$ cat src/rtl/ft2_xfer_arbiter.sv
// FT2 half-duplex channel arbiter: shares the byte mover between the outbound sample
// stream and inbound command bytes with burst-limited round robin and a request timeout.
module ft2_xfer_arbiter #(
    parameter int unsigned WR_BURST = 16,
    parameter int unsigned RD_BURST = 4,
    parameter int unsigned TIMEOUT  = 255
) (
    input  logic       clk,
    input  logic       rst,
    input  logic       en,
    input  logic       txe_avail,
    input  logic       rxf_avail,
    input  logic       tx_valid,
    input  logic [7:0] tx_data,
    output logic       tx_ready,
    input  logic       rx_space,
    output logic       rx_valid,
    output logic [7:0] rx_data,
    output logic       mv_wr_en,
    output logic       mv_rd_en,
    output logic [7:0] mv_write_data,
    input  logic       mv_data_sent,
    input  logic       mv_data_ready,
    input  logic [7:0] mv_read_data,
    output logic       timeout_err,
    input  logic       clr_err
);
    typedef enum logic [1:0] {IDLE = 2'd0, WR_REQ = 2'd1, RD_REQ = 2'd2} state_e;
    typedef enum logic {XFER_READ = 1'b0, XFER_WRITE = 1'b1} xfer_e;

    localparam logic [7:0]  WR_LIMIT   = 8'(WR_BURST);
    localparam logic [7:0]  RD_LIMIT   = 8'(RD_BURST);
    localparam logic [15:0] TIMER_LAST = 16'(TIMEOUT - 1);

    state_e      state_q, state_d;
    xfer_e       last_q, last_d;
    logic [7:0]  streak_q, streak_d;
    logic [15:0] timer_q, timer_d;
    logic [7:0]  hold_byte_q, hold_byte_d;
    logic        hold_valid_q, hold_valid_d;
    logic        tx_ready_q, tx_ready_d;
    logic        rx_valid_q, rx_valid_d;
    logic [7:0]  rx_data_q, rx_data_d;
    logic        mv_wr_en_q, mv_wr_en_d;
    logic        mv_rd_en_q, mv_rd_en_d;
    logic [7:0]  mv_write_data_q, mv_write_data_d;
    logic        timeout_err_q, timeout_err_d;
    logic        wr_cand, rd_cand, grant_wr, grant_rd, timeout_hit;

    always_comb begin
        // NOTE: every variable gets its hold/idle value first so no path can infer a latch.
        state_d         = state_q;
        last_d          = last_q;
        streak_d        = streak_q;
        timer_d         = timer_q;
        hold_byte_d     = hold_byte_q;
        hold_valid_d    = hold_valid_q;
        tx_ready_d      = 1'b0;
        rx_valid_d      = mv_data_ready;
        rx_data_d       = mv_data_ready ? mv_read_data : rx_data_q;
        mv_wr_en_d      = mv_wr_en_q;
        mv_rd_en_d      = mv_rd_en_q;
        mv_write_data_d = mv_write_data_q;
        timeout_hit     = 1'b0;
        grant_wr        = 1'b0;
        grant_rd        = 1'b0;
        wr_cand         = en & txe_avail & (hold_valid_q | tx_valid);
        rd_cand         = en & rxf_avail & rx_space;

        case (state_q)
            IDLE: begin
                // Contention keeps the current direction until its burst budget is spent.
                if (wr_cand && rd_cand) begin
                    if (last_q == XFER_WRITE) grant_wr = (streak_q < WR_LIMIT);
                    else                      grant_wr = (streak_q >= RD_LIMIT);
                    grant_rd = ~grant_wr;
                end else begin
                    grant_wr = wr_cand;
                    grant_rd = rd_cand;
                end

                if (grant_wr) begin
                    state_d    = WR_REQ;
                    mv_wr_en_d = 1'b1;
                    timer_d    = '0;
                    if (hold_valid_q) begin
                        mv_write_data_d = hold_byte_q;
                    end else begin
                        hold_byte_d     = tx_data;
                        hold_valid_d    = 1'b1;
                        tx_ready_d      = 1'b1;
                        mv_write_data_d = tx_data;
                    end
                    if (last_q == XFER_WRITE) begin
                        streak_d = (streak_q == 8'hFF) ? streak_q : streak_q + 8'd1;
                    end else begin
                        streak_d = 8'd1;
                        last_d   = XFER_WRITE;
                    end
                end else if (grant_rd) begin
                    state_d    = RD_REQ;
                    mv_rd_en_d = 1'b1;
                    timer_d    = '0;
                    if (last_q == XFER_READ) begin
                        streak_d = (streak_q == 8'hFF) ? streak_q : streak_q + 8'd1;
                    end else begin
                        streak_d = 8'd1;
                        last_d   = XFER_READ;
                    end
                end
            end

            WR_REQ: begin
                if (mv_data_sent) begin
                    mv_wr_en_d   = 1'b0;
                    hold_valid_d = 1'b0;
                    state_d      = IDLE;
                end else if (timer_q == TIMER_LAST) begin
                    mv_wr_en_d  = 1'b0;
                    timeout_hit = 1'b1;
                    state_d     = IDLE;
                end else begin
                    timer_d = timer_q + 16'd1;
                end
            end

            RD_REQ: begin
                if (mv_data_ready) begin
                    mv_rd_en_d = 1'b0;
                    state_d    = IDLE;
                end else if (timer_q == TIMER_LAST) begin
                    mv_rd_en_d  = 1'b0;
                    timeout_hit = 1'b1;
                    state_d     = IDLE;
                end else begin
                    timer_d = timer_q + 16'd1;
                end
            end

            default: state_d = IDLE;
        endcase

        timeout_err_d = (timeout_err_q & ~clr_err) | timeout_hit;
    end

    // NOTE: registers use non-blocking assignments so all of them sample pre-edge values.
    always_ff @(posedge clk) begin
        if (rst) begin
            state_q         <= IDLE;
            last_q          <= XFER_WRITE;
            streak_q        <= '0;
            timer_q         <= '0;
            hold_byte_q     <= '0;
            hold_valid_q    <= 1'b0;
            tx_ready_q      <= 1'b0;
            rx_valid_q      <= 1'b0;
            rx_data_q       <= '0;
            mv_wr_en_q      <= 1'b0;
            mv_rd_en_q      <= 1'b0;
            mv_write_data_q <= '0;
            timeout_err_q   <= 1'b0;
        end else begin
            state_q         <= state_d;
            last_q          <= last_d;
            streak_q        <= streak_d;
            timer_q         <= timer_d;
            hold_byte_q     <= hold_byte_d;
            hold_valid_q    <= hold_valid_d;
            tx_ready_q      <= tx_ready_d;
            rx_valid_q      <= rx_valid_d;
            rx_data_q       <= rx_data_d;
            mv_wr_en_q      <= mv_wr_en_d;
            mv_rd_en_q      <= mv_rd_en_d;
            mv_write_data_q <= mv_write_data_d;
            timeout_err_q   <= timeout_err_d;
        end
    end

    assign tx_ready      = tx_ready_q;
    assign rx_valid      = rx_valid_q;
    assign rx_data       = rx_data_q;
    assign mv_wr_en      = mv_wr_en_q;
    assign mv_rd_en      = mv_rd_en_q;
    assign mv_write_data = mv_write_data_q;
    assign timeout_err   = timeout_err_q;
endmodule
$ cat config.mk
export PLATFORM = sky130hd
export DESIGN_NAME = ft2_xfer_arbiter
export DESIGN_NICKNAME = d
export VERILOG_FILES = /design/src/rtl/ft2_xfer_arbiter.sv
export SDC_FILE = /design/constraint.sdc
export NUM_CORES = 1
export LEC_CHECK = 0
export ABC_AREA = 1
export CORE_ASPECT_RATIO = 1.25
export CORE_MARGIN = 4
export CORE_UTILIZATION = 45
export CTS_CLUSTER_DIAMETER = 40
export DETAILED_ROUTE_END_ITERATION = 8
export PLACE_DENSITY = 0.71
export SLEW_MARGIN = 20
export SYNTH_ARGS = -nofsm -noshare
export SYNTH_HDL_FRONTEND = slang
export SYNTH_SLANG_ARGS = --single-unit
export TNS_END_PERCENT = 5
$ cat constraint.sdc
create_clock -name clk -period 2.1 [get_ports clk]
set_clock_uncertainty 0.15 [all_clocks]
set_input_delay 0.21 -clock clk [delete_from_list [all_inputs] [get_ports clk]]
set_output_delay 0.21 -clock clk [all_outputs]
set_load 0.05 [all_outputs]
### Wiring heat map, run 1

Scale bar: 20 um. The die is cut into 15 by 19 equal tiles; black is low, pale yellow is high, scaled to the fullest tile. Values are wire area over tile area, all layers added.
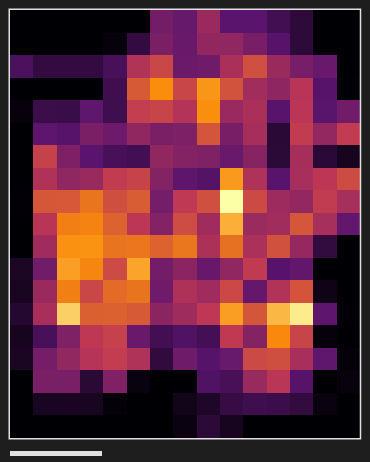
mean over tiles = 0.13
fullest tile = 0.43
densest ninth of the die = center
nearly empty tiles = 20%

### Local utilization, run 1

Scale bar: 20 um. The die is cut into 8 by 9 equal tiles; black is low, pale yellow is high, 0 to 100% covered.
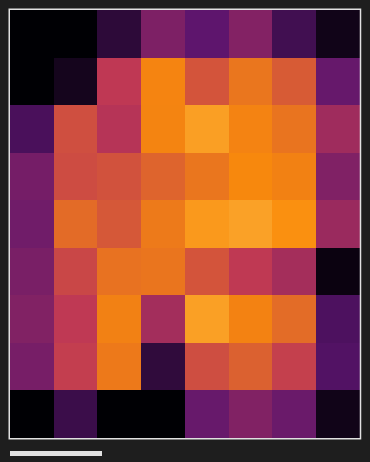
tiles over 75% full = 6.9%
nearly empty tiles = 8.3%
emptiest ninth of the die = upper left

==> impl_metrics.csv, run 1 <==
group,metric,value,unit
run_status,status,"completed",
synth,netlist_area,2630,um2
critical_path,start_kind,"register",
final_timing,maxSlewViolCount,0,
final_timing,worst_slew_pin_slew,0.535,ns
critical_path,worstSetupPathDepth,1,
drt,drcViolationCount,0,
die,die_h,93.4,um
synth,synth.distinct_cells,32,
synth,top_area_cell,"dfxtp_1",
layout,fin_util,58.2,%
layout,drive_above_1_share,9.51,%
power,irDropWorstVdd,0.336,mV
final_timing,fmax,546,MHz
power,p_per_area,656,nW/um2
critical_path,setup.reg_to_reg.worst_slack,0.31,ns
clock_tree,cts_buffers,5,
die,taps,64,
synth,post-synth-top-count-cell,"nor2_1",
critical_path,slowest_delay,0.83,ns
synth,synthAoiAreaFrac,11.7,%
clock_tree,clk_pin_slew_worst_paths,0.09,ns
synth,avgSynthCellArea,6.89,um2
placement,portBuffers,46,
### M2 wires, run 1

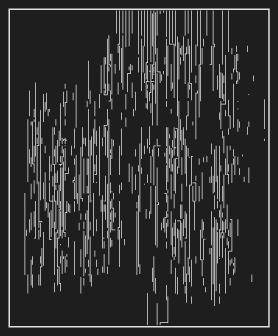
nets with wire on the layer = 374
main direction = vertical
wire length on this layer = 3,190 um

==> run 1 -> run 2 <==
--- a/config.mk
+++ b/config.mk
@@ -6,12 +6,15 @@
 export NUM_CORES = 1
 export LEC_CHECK = 0
 export ABC_AREA = 1
+export CELL_PAD_IN_SITES_DETAIL_PLACEMENT = 1
+export CELL_PAD_IN_SITES_GLOBAL_PLACEMENT = 2
 export CORE_ASPECT_RATIO = 1.25
 export CORE_MARGIN = 4
-export CORE_UTILIZATION = 45
+export CORE_UTILIZATION = 29
 export CTS_CLUSTER_DIAMETER = 40
 export DETAILED_ROUTE_END_ITERATION = 8
-export PLACE_DENSITY = 0.71
+export GPL_TIMING_DRIVEN = 1
+export PLACE_DENSITY = 0.81
 export SLEW_MARGIN = 20
 export SYNTH_ARGS = -nofsm -noshare
 export SYNTH_HDL_FRONTEND = slang
### M2 wires, run 2

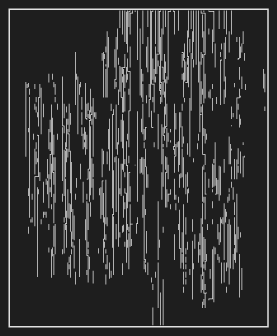
longest straight run = 43.5 um
share of all routed wire = 56%

==> impl_metrics.csv, run 2 <==
group,metric,value,unit
run_status,status,"completed",
final_timing,finalWorstSetupSlack,0.255,ns
power,irDropWorstVdd,0.214,mV
critical_path,worstPathRequired,1.74,ns
synth,synth.distinct_cells,32,
layout,fin_util,38.8,%
placement,portBuffers,46,
final_timing,maxSlewViolCount,0,
critical_path,start_kind,"register",
die,taps,120,
drt,drcViolationCount,0,
clock_tree,cts_buffers,5,
clock_tree,clk_pin_slew_worst_paths,0.11,ns
synth,ys_sh_adder,3.81,%
min_path,hold_depth,2,
critical_path,worstSetupPathDepth,1,
power,p_per_area,683,nW/um2
critical_path,setup.reg_to_reg.worst_slack,0.26,ns
synth,post-synth-top-count-cell,"nor2_1",
synth,top_area_cell,"dfxtp_1",
synth,avgSynthCellArea,6.89,um2
drt,wirelength,7270,um
die,die_h,114,um
final_timing,fmax,542,MHz
synth,synthAoiAreaFrac,11.7,%
final_timing,worst_slew_pin_slew,0.535,ns
critical_path,slowest_delay,0.81,ns
==> run 2 -> run 3 <==
--- a/config.mk
+++ b/config.mk
@@ -11,10 +11,10 @@
 export CORE_ASPECT_RATIO = 1.25
 export CORE_MARGIN = 4
 export CORE_UTILIZATION = 29
-export CTS_CLUSTER_DIAMETER = 40
 export DETAILED_ROUTE_END_ITERATION = 8
 export GPL_TIMING_DRIVEN = 1
 export PLACE_DENSITY = 0.81
+export SKIP_LAST_GASP = 1
 export SLEW_MARGIN = 20
 export SYNTH_ARGS = -nofsm -noshare
 export SYNTH_HDL_FRONTEND = slang
### Signal wires on met1, run 3

Scale bar: 20 um.
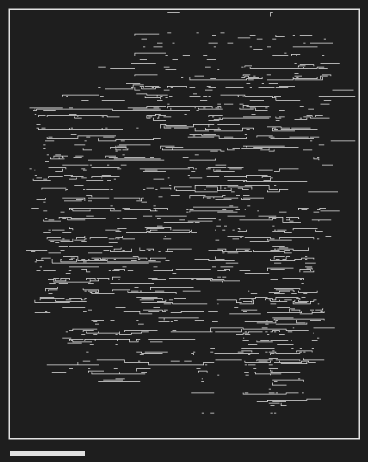
longest straight run = 25.8 um
wire length on this layer = 2,990 um
main direction = horizontal
share of all routed wire = 41%
nets with wire on the layer = 427

==> impl_metrics.csv, run 3 <==
group,metric,value,unit
layout,fin_util,38.8,%
final_timing,fmax,542,MHz
synth,avgSynthCellArea,6.89,um2
final_timing,worst_slew_pin_slew,0.535,ns
die,taps,120,
die,die_h,114,um
drt,wirelength,7270,um
run_status,status,"completed",
drt,drcViolationCount,0,
critical_path,worstPathRequired,1.74,ns
power,p_per_area,683,nW/um2
synth,synth.distinct_cells,32,
clock_tree,cts_buffers,5,
critical_path,slowest_delay,0.81,ns
synth,top_area_cell,"dfxtp_1",
synth,post-synth-top-count-cell,"nor2_1",
synth,ys_sh_adder,3.81,%
synth,edf_count,0,
placement,portBuffers,46,
critical_path,start_kind,"register",
min_path,worstHoldStart,"timeout_err",
synth,synthAoiAreaFrac,11.7,%
global_routing,grtUsageTotal,14.5,%
critical_path,worstSetupPathDepth,1,

## Gallery

Routing congestion.
image #1
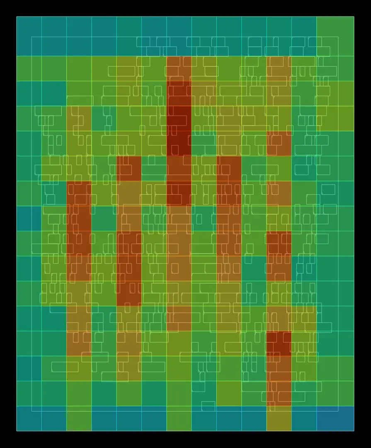
image #2
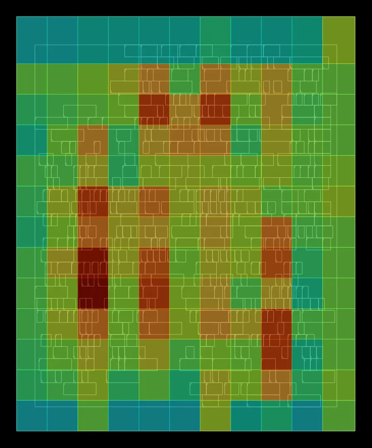
For run 1, see image #2.
For run 2, see image #1.
The one with the highest utilization is image #2.
The one with the highest track usage is image #2.

Power is estimated from default activity; no workload was simulated.
